==> src/rtl/glb_host_dma_if.sv <==
// rtl/glb_host_dma_if.sv - command, write/read word streams and GLB DRAM-side port bundle
interface glb_host_dma_if #(
    parameter int ADDR_W = 32,
    parameter int LEN_W  = 16
);
    logic              cmd_valid;
    logic              cmd_ready;
    logic              cmd_op;
    logic [ADDR_W-1:0] cmd_addr;
    logic [LEN_W-1:0]  cmd_len;
    logic              wr_valid;
    logic              wr_ready;
    logic [31:0]       wr_data;
    logic              rd_valid;
    logic              rd_ready;
    logic [31:0]       rd_data;
    logic [3:0]        dram_w_en;
    logic [ADDR_W-1:0] dram_w_addr;
    logic [31:0]       dram_w_data;
    logic              dram_r_en;
    logic [ADDR_W-1:0] dram_r_addr;
    logic [31:0]       dram_r_data;

    modport master (
        input  cmd_valid, cmd_op, cmd_addr, cmd_len, wr_valid, wr_data, rd_ready, dram_r_data,
        output cmd_ready, wr_ready, rd_valid, rd_data,
        output dram_w_en, dram_w_addr, dram_w_data, dram_r_en, dram_r_addr
    );

    modport slave (
        output cmd_valid, cmd_op, cmd_addr, cmd_len, wr_valid, wr_data, rd_ready, dram_r_data,
        input  cmd_ready, wr_ready, rd_valid, rd_data,
        input  dram_w_en, dram_w_addr, dram_w_data, dram_r_en, dram_r_addr
    );
endinterface

==> src/rtl/glb_host_dma.sv <==
// rtl/glb_host_dma.sv - host burst engine to the GLB DRAM port; GLB_DMA_ALIGN_CHK_EN adds cmd_err
module glb_host_dma #(
    parameter int ADDR_W        = 32,
    parameter int LEN_W         = 16,
    parameter int RD_FIFO_DEPTH = 2
) (
    input  logic           clk,
    input  logic           rst,
    glb_host_dma_if.master bus,
    output logic           busy,
    output logic           burst_done
`ifdef GLB_DMA_ALIGN_CHK_EN
    ,
    output logic           cmd_err
`endif
);
    localparam int PW    = (RD_FIFO_DEPTH > 1) ? $clog2(RD_FIFO_DEPTH) : 1;
    localparam int CNT_W = PW + 1;
    localparam int CW    = PW + 2;

    typedef enum logic [1:0] {IDLE, WRITE, READ, DRAIN} state_t;

    state_t            state, state_nxt;
    logic [ADDR_W-1:0] addr;
    logic [LEN_W-1:0]  remaining;
    logic              done_q;
    logic              inflight;
    logic [31:0]       fifo_mem [RD_FIFO_DEPTH];
    logic [PW-1:0]     wptr, rptr;
    logic [CNT_W-1:0]  count;
    logic              cmd_fire, wr_fire, rd_issue, rd_pop, drain_done;
    logic              bad_align, credit_ok, last_word;

`ifdef GLB_DMA_ALIGN_CHK_EN
    logic err_q;
    assign bad_align = (bus.cmd_addr[1:0] != 2'b00);
    assign cmd_err   = err_q;
`else
    assign bad_align = 1'b0;
`endif

    assign last_word = (remaining == LEN_W'(1));
    assign rd_pop    = bus.rd_valid && bus.rd_ready;
    // A pop in the same cycle frees its slot, which keeps reads at one word per cycle.
    assign credit_ok = (CW'(count) + CW'(inflight)) < (CW'(RD_FIFO_DEPTH) + CW'(rd_pop));

    assign bus.rd_valid    = (count != '0);
    assign bus.rd_data     = fifo_mem[rptr];
    assign bus.dram_w_addr = addr;
    assign bus.dram_r_addr = addr;
    assign burst_done      = done_q | drain_done;

    always_ff @(posedge clk) begin
        if (rst) state <= IDLE;
        else     state <= state_nxt;
    end

    always_comb begin
        state_nxt         = state;
        busy              = 1'b1;
        bus.cmd_ready     = 1'b0;
        bus.wr_ready      = 1'b0;
        bus.dram_w_en     = 4'h0;
        bus.dram_w_data   = 32'h0;
        bus.dram_r_en     = 1'b0;
        cmd_fire          = 1'b0;
        wr_fire           = 1'b0;
        rd_issue          = 1'b0;
        drain_done        = 1'b0;
        case (state)
            IDLE: begin
                busy          = 1'b0;
                bus.cmd_ready = 1'b1;
                cmd_fire      = bus.cmd_valid;
                if (cmd_fire && !bad_align && (bus.cmd_len != '0))
                    state_nxt = bus.cmd_op ? READ : WRITE;
            end
            WRITE: begin
                bus.wr_ready    = 1'b1;
                bus.dram_w_en   = {4{bus.wr_valid}};
                bus.dram_w_data = bus.wr_data;
                wr_fire         = bus.wr_valid;
                if (wr_fire && last_word) state_nxt = IDLE;
            end
            READ: begin
                rd_issue      = (remaining != '0) && credit_ok;
                bus.dram_r_en = rd_issue;
                if (rd_issue && last_word) state_nxt = DRAIN;
            end
            DRAIN: begin
                drain_done = !inflight && (count == '0);
                if (drain_done) state_nxt = IDLE;
            end
            default: state_nxt = IDLE;
        endcase
    end

    always_ff @(posedge clk) begin
        if (rst) begin
            addr      <= '0;
            remaining <= '0;
            done_q    <= 1'b0;
            inflight  <= 1'b0;
            wptr      <= '0;
            rptr      <= '0;
            count     <= '0;
`ifdef GLB_DMA_ALIGN_CHK_EN
            err_q     <= 1'b0;
`endif
        end else begin
            done_q   <= 1'b0;
            inflight <= rd_issue;
`ifdef GLB_DMA_ALIGN_CHK_EN
            err_q    <= cmd_fire && bad_align;
`endif
            if (cmd_fire) begin
                addr      <= bus.cmd_addr & ~ADDR_W'(3);
                remaining <= bus.cmd_len;
                if (!bad_align && (bus.cmd_len == '0)) done_q <= 1'b1;
            end else if (wr_fire || rd_issue) begin
                addr      <= addr + ADDR_W'(4);
                remaining <= remaining - LEN_W'(1);
            end
            if (wr_fire && last_word) done_q <= 1'b1;
            if (inflight) wptr <= wptr + PW'(1);
            if (rd_pop)   rptr <= rptr + PW'(1);
            count <= count + CNT_W'(inflight) - CNT_W'(rd_pop);
        end
    end

    // The GLB returns data exactly one cycle after dram_r_en, so the push is just the delayed issue.
    always_ff @(posedge clk) begin
        if (inflight) fifo_mem[wptr] <= bus.dram_r_data;
    end
endmodule
==> src/flat_wrapper.sv <==
// flat-port wrapper written by rule: the top's interface ports become plain ports
module glb_host_dma_flat 
#(
    parameter int ADDR_W        = 32,
    parameter int LEN_W         = 16,
    parameter int RD_FIFO_DEPTH = 2
)
  (clk, rst, busy, burst_done, bus_cmd_valid, bus_cmd_op, bus_cmd_addr, bus_cmd_len, bus_wr_valid, bus_wr_data, bus_rd_ready, bus_dram_r_data, bus_cmd_ready, bus_wr_ready, bus_rd_valid, bus_rd_data, bus_dram_w_en, bus_dram_w_addr, bus_dram_w_data, bus_dram_r_en, bus_dram_r_addr);
  glb_host_dma_if #(.ADDR_W(ADDR_W), .LEN_W(LEN_W)) bus_i ();
  input  logic clk;
  input  logic rst;
  output logic busy;
  output logic burst_done;
  input wire logic [$bits(bus_i.cmd_valid)-1:0] bus_cmd_valid;
  input wire logic [$bits(bus_i.cmd_op)-1:0] bus_cmd_op;
  input wire logic [$bits(bus_i.cmd_addr)-1:0] bus_cmd_addr;
  input wire logic [$bits(bus_i.cmd_len)-1:0] bus_cmd_len;
  input wire logic [$bits(bus_i.wr_valid)-1:0] bus_wr_valid;
  input wire logic [$bits(bus_i.wr_data)-1:0] bus_wr_data;
  input wire logic [$bits(bus_i.rd_ready)-1:0] bus_rd_ready;
  input wire logic [$bits(bus_i.dram_r_data)-1:0] bus_dram_r_data;
  output wire logic [$bits(bus_i.cmd_ready)-1:0] bus_cmd_ready;
  output wire logic [$bits(bus_i.wr_ready)-1:0] bus_wr_ready;
  output wire logic [$bits(bus_i.rd_valid)-1:0] bus_rd_valid;
  output wire logic [$bits(bus_i.rd_data)-1:0] bus_rd_data;
  output wire logic [$bits(bus_i.dram_w_en)-1:0] bus_dram_w_en;
  output wire logic [$bits(bus_i.dram_w_addr)-1:0] bus_dram_w_addr;
  output wire logic [$bits(bus_i.dram_w_data)-1:0] bus_dram_w_data;
  output wire logic [$bits(bus_i.dram_r_en)-1:0] bus_dram_r_en;
  output wire logic [$bits(bus_i.dram_r_addr)-1:0] bus_dram_r_addr;
  assign bus_i.cmd_valid = bus_cmd_valid;
  assign bus_i.cmd_op = bus_cmd_op;
  assign bus_i.cmd_addr = bus_cmd_addr;
  assign bus_i.cmd_len = bus_cmd_len;
  assign bus_i.wr_valid = bus_wr_valid;
  assign bus_i.wr_data = bus_wr_data;
  assign bus_i.rd_ready = bus_rd_ready;
  assign bus_i.dram_r_data = bus_dram_r_data;
  assign bus_cmd_ready = bus_i.cmd_ready;
  assign bus_wr_ready = bus_i.wr_ready;
  assign bus_rd_valid = bus_i.rd_valid;
  assign bus_rd_data = bus_i.rd_data;
  assign bus_dram_w_en = bus_i.dram_w_en;
  assign bus_dram_w_addr = bus_i.dram_w_addr;
  assign bus_dram_w_data = bus_i.dram_w_data;
  assign bus_dram_r_en = bus_i.dram_r_en;
  assign bus_dram_r_addr = bus_i.dram_r_addr;
  glb_host_dma #(.ADDR_W(ADDR_W), .LEN_W(LEN_W), .RD_FIFO_DEPTH(RD_FIFO_DEPTH)) u_core (.clk(clk), .rst(rst), .bus(bus_i), .busy(busy), .burst_done(burst_done));
endmodule
==> config.mk <==
export PLATFORM = sky130hd
export DESIGN_NAME = glb_host_dma_flat
export DESIGN_NICKNAME = d
export VERILOG_FILES = /design/src/rtl/glb_host_dma_if.sv /design/src/rtl/glb_host_dma.sv /design/src/flat_wrapper.sv
export SDC_FILE = /design/constraint.sdc
export NUM_CORES = 1
export LEC_CHECK = 0
export ABC_AREA = 1
export CAP_MARGIN = 20
export CORE_MARGIN = 1
export CORE_UTILIZATION = 48
export CTS_CLUSTER_SIZE = 25
export DETAILED_ROUTE_END_ITERATION = 10
export PLACE_DENSITY = 0.86
export SYNTH_ARGS = -nofsm -noshare
export SYNTH_HDL_FRONTEND = slang
export SYNTH_SLANG_ARGS = --single-unit
export TNS_END_PERCENT = 10
==> constraint.sdc <==
create_clock -name clk -period 5.67 [get_ports clk]
set_clock_uncertainty 0.05 [all_clocks]
set_input_delay 1.134 -clock clk [delete_from_list [all_inputs] [get_ports clk]]
set_output_delay 1.134 -clock clk [all_outputs]
set_load 0.03 [all_outputs]
congestion_map.png
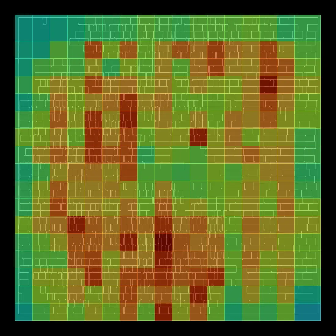
met3 usage: 5.519%
busiest grt layer: met2
grt met2 use: 42.46%
GR Util met1: 33.70%
Tot GR Track Use: 25.84%

m3.png
Drawn at 2 px/um. Cells faint in the background.
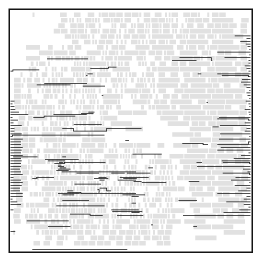
The layer carries 1430 um of wire. The wires run mostly horizontal.
Via Count: 6357
Routed WL: 18760 um

m1.png
Drawn at 3 px/um. Cells faint in the background.
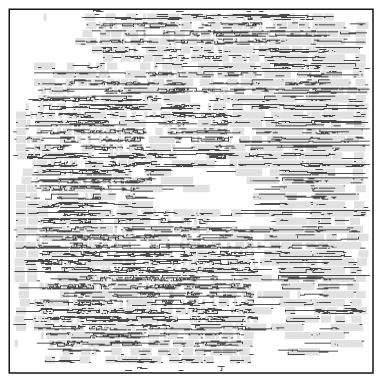
1084 nets have wire on it. The layer carries 8040 um of wire. The longest straight run is 49.2 um.

==> impl_metrics.ini <==
; synthesis and place-and-route metrics
[synth]
synth_flops = 119
syn_area_sq_um = 6764
xor_share_pct = 2.849
top_area_cell = edfxtp_1
yosysTopAreaCellShare_pct = 28.41
topCombFamilyByArea = simple AND/OR/NAND/NOR gates
common_cells = nand2_1, nor2_1, inv_1

[floorplanning]
taps = 180
chipHeight_um = 120.7
fp.dieW_um = 120.7

[final_layout]
buffer_area_share_pct = 26.24
stdcell_count = 1285
nMultiInputCombCells = 591
regArea_sq_um = 3023

[global_routing]
antenna_found_initial = 0
grt_pass1_vias = 5875
overflow = 0

[critical_path]
reg2reg_slack_ns = 3.09
r2r_start = u_core.inflight
end_kind = primary output
crit_required_ns = 4.49

[timing]
rsz0062_at_grt = no
whs_ns = 0.4088
period_needed_ns = 4.020
tightest_slew_ns = 0.9786

[cts]
cts_resized = 0

[pwr]
p_leak_nw = 3.988
power.total_mw = 4.959

[run]
warning_count = 30

[worst_hold_path]
holdCritStartpoint = u_core.rptr

[route]
routed_via_density = 4.947

[outcome]
outcome = finished, final reports clean
m2.png
Drawn at 4 px/um.
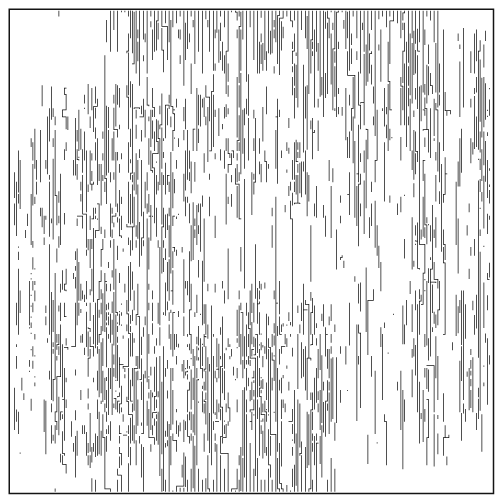
The layer carries 9040 um of wire. 994 nets have wire on it. The layer holds 48% of the routed length. The wires run mostly vertical.

m4.png
Drawn at 2 px/um. Cells faint in the background.
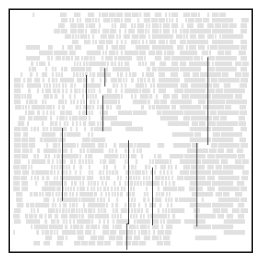
The layer holds 1.3% of the routed length. 4 nets have wire on it. The wires run mostly vertical.

## sequential cells by signal, summed over array words and instances, names as in the netlist, 2 cells and up, named ones only
name                    cells
u_core.state                2
u_core.bus.dram_r_addr     30
u_core.fifo_mem            64
u_core.count                2
u_core.remaining           16
## critical path, stage by stage
cell and delay, ns:
clkdlybuf4s50_1 0.48, nand3_1 0.08, a21oi_1 0.23, nand3_2 0.16, inv_1 0.08, clkdlybuf4s50_1 0.67
## where the power goes
group	total (mW)	switching (mW)	internal (mW)
Sequential	1.30	0.197	1.10
Clock	1.03	0.367	0.662
Combinational	2.63	1.62	1.01
Total	4.96	2.19	2.77
## layer usage
metal  vias up  track usage (%)  wire, um
li1       3172                -         -
met1      2911            33.70      8037
met3        20            5.519      1426
met2       254            42.46      9044
met4         0            8.796       251
met5         -                0         0
Power is estimated from default activity; no workload was simulated.
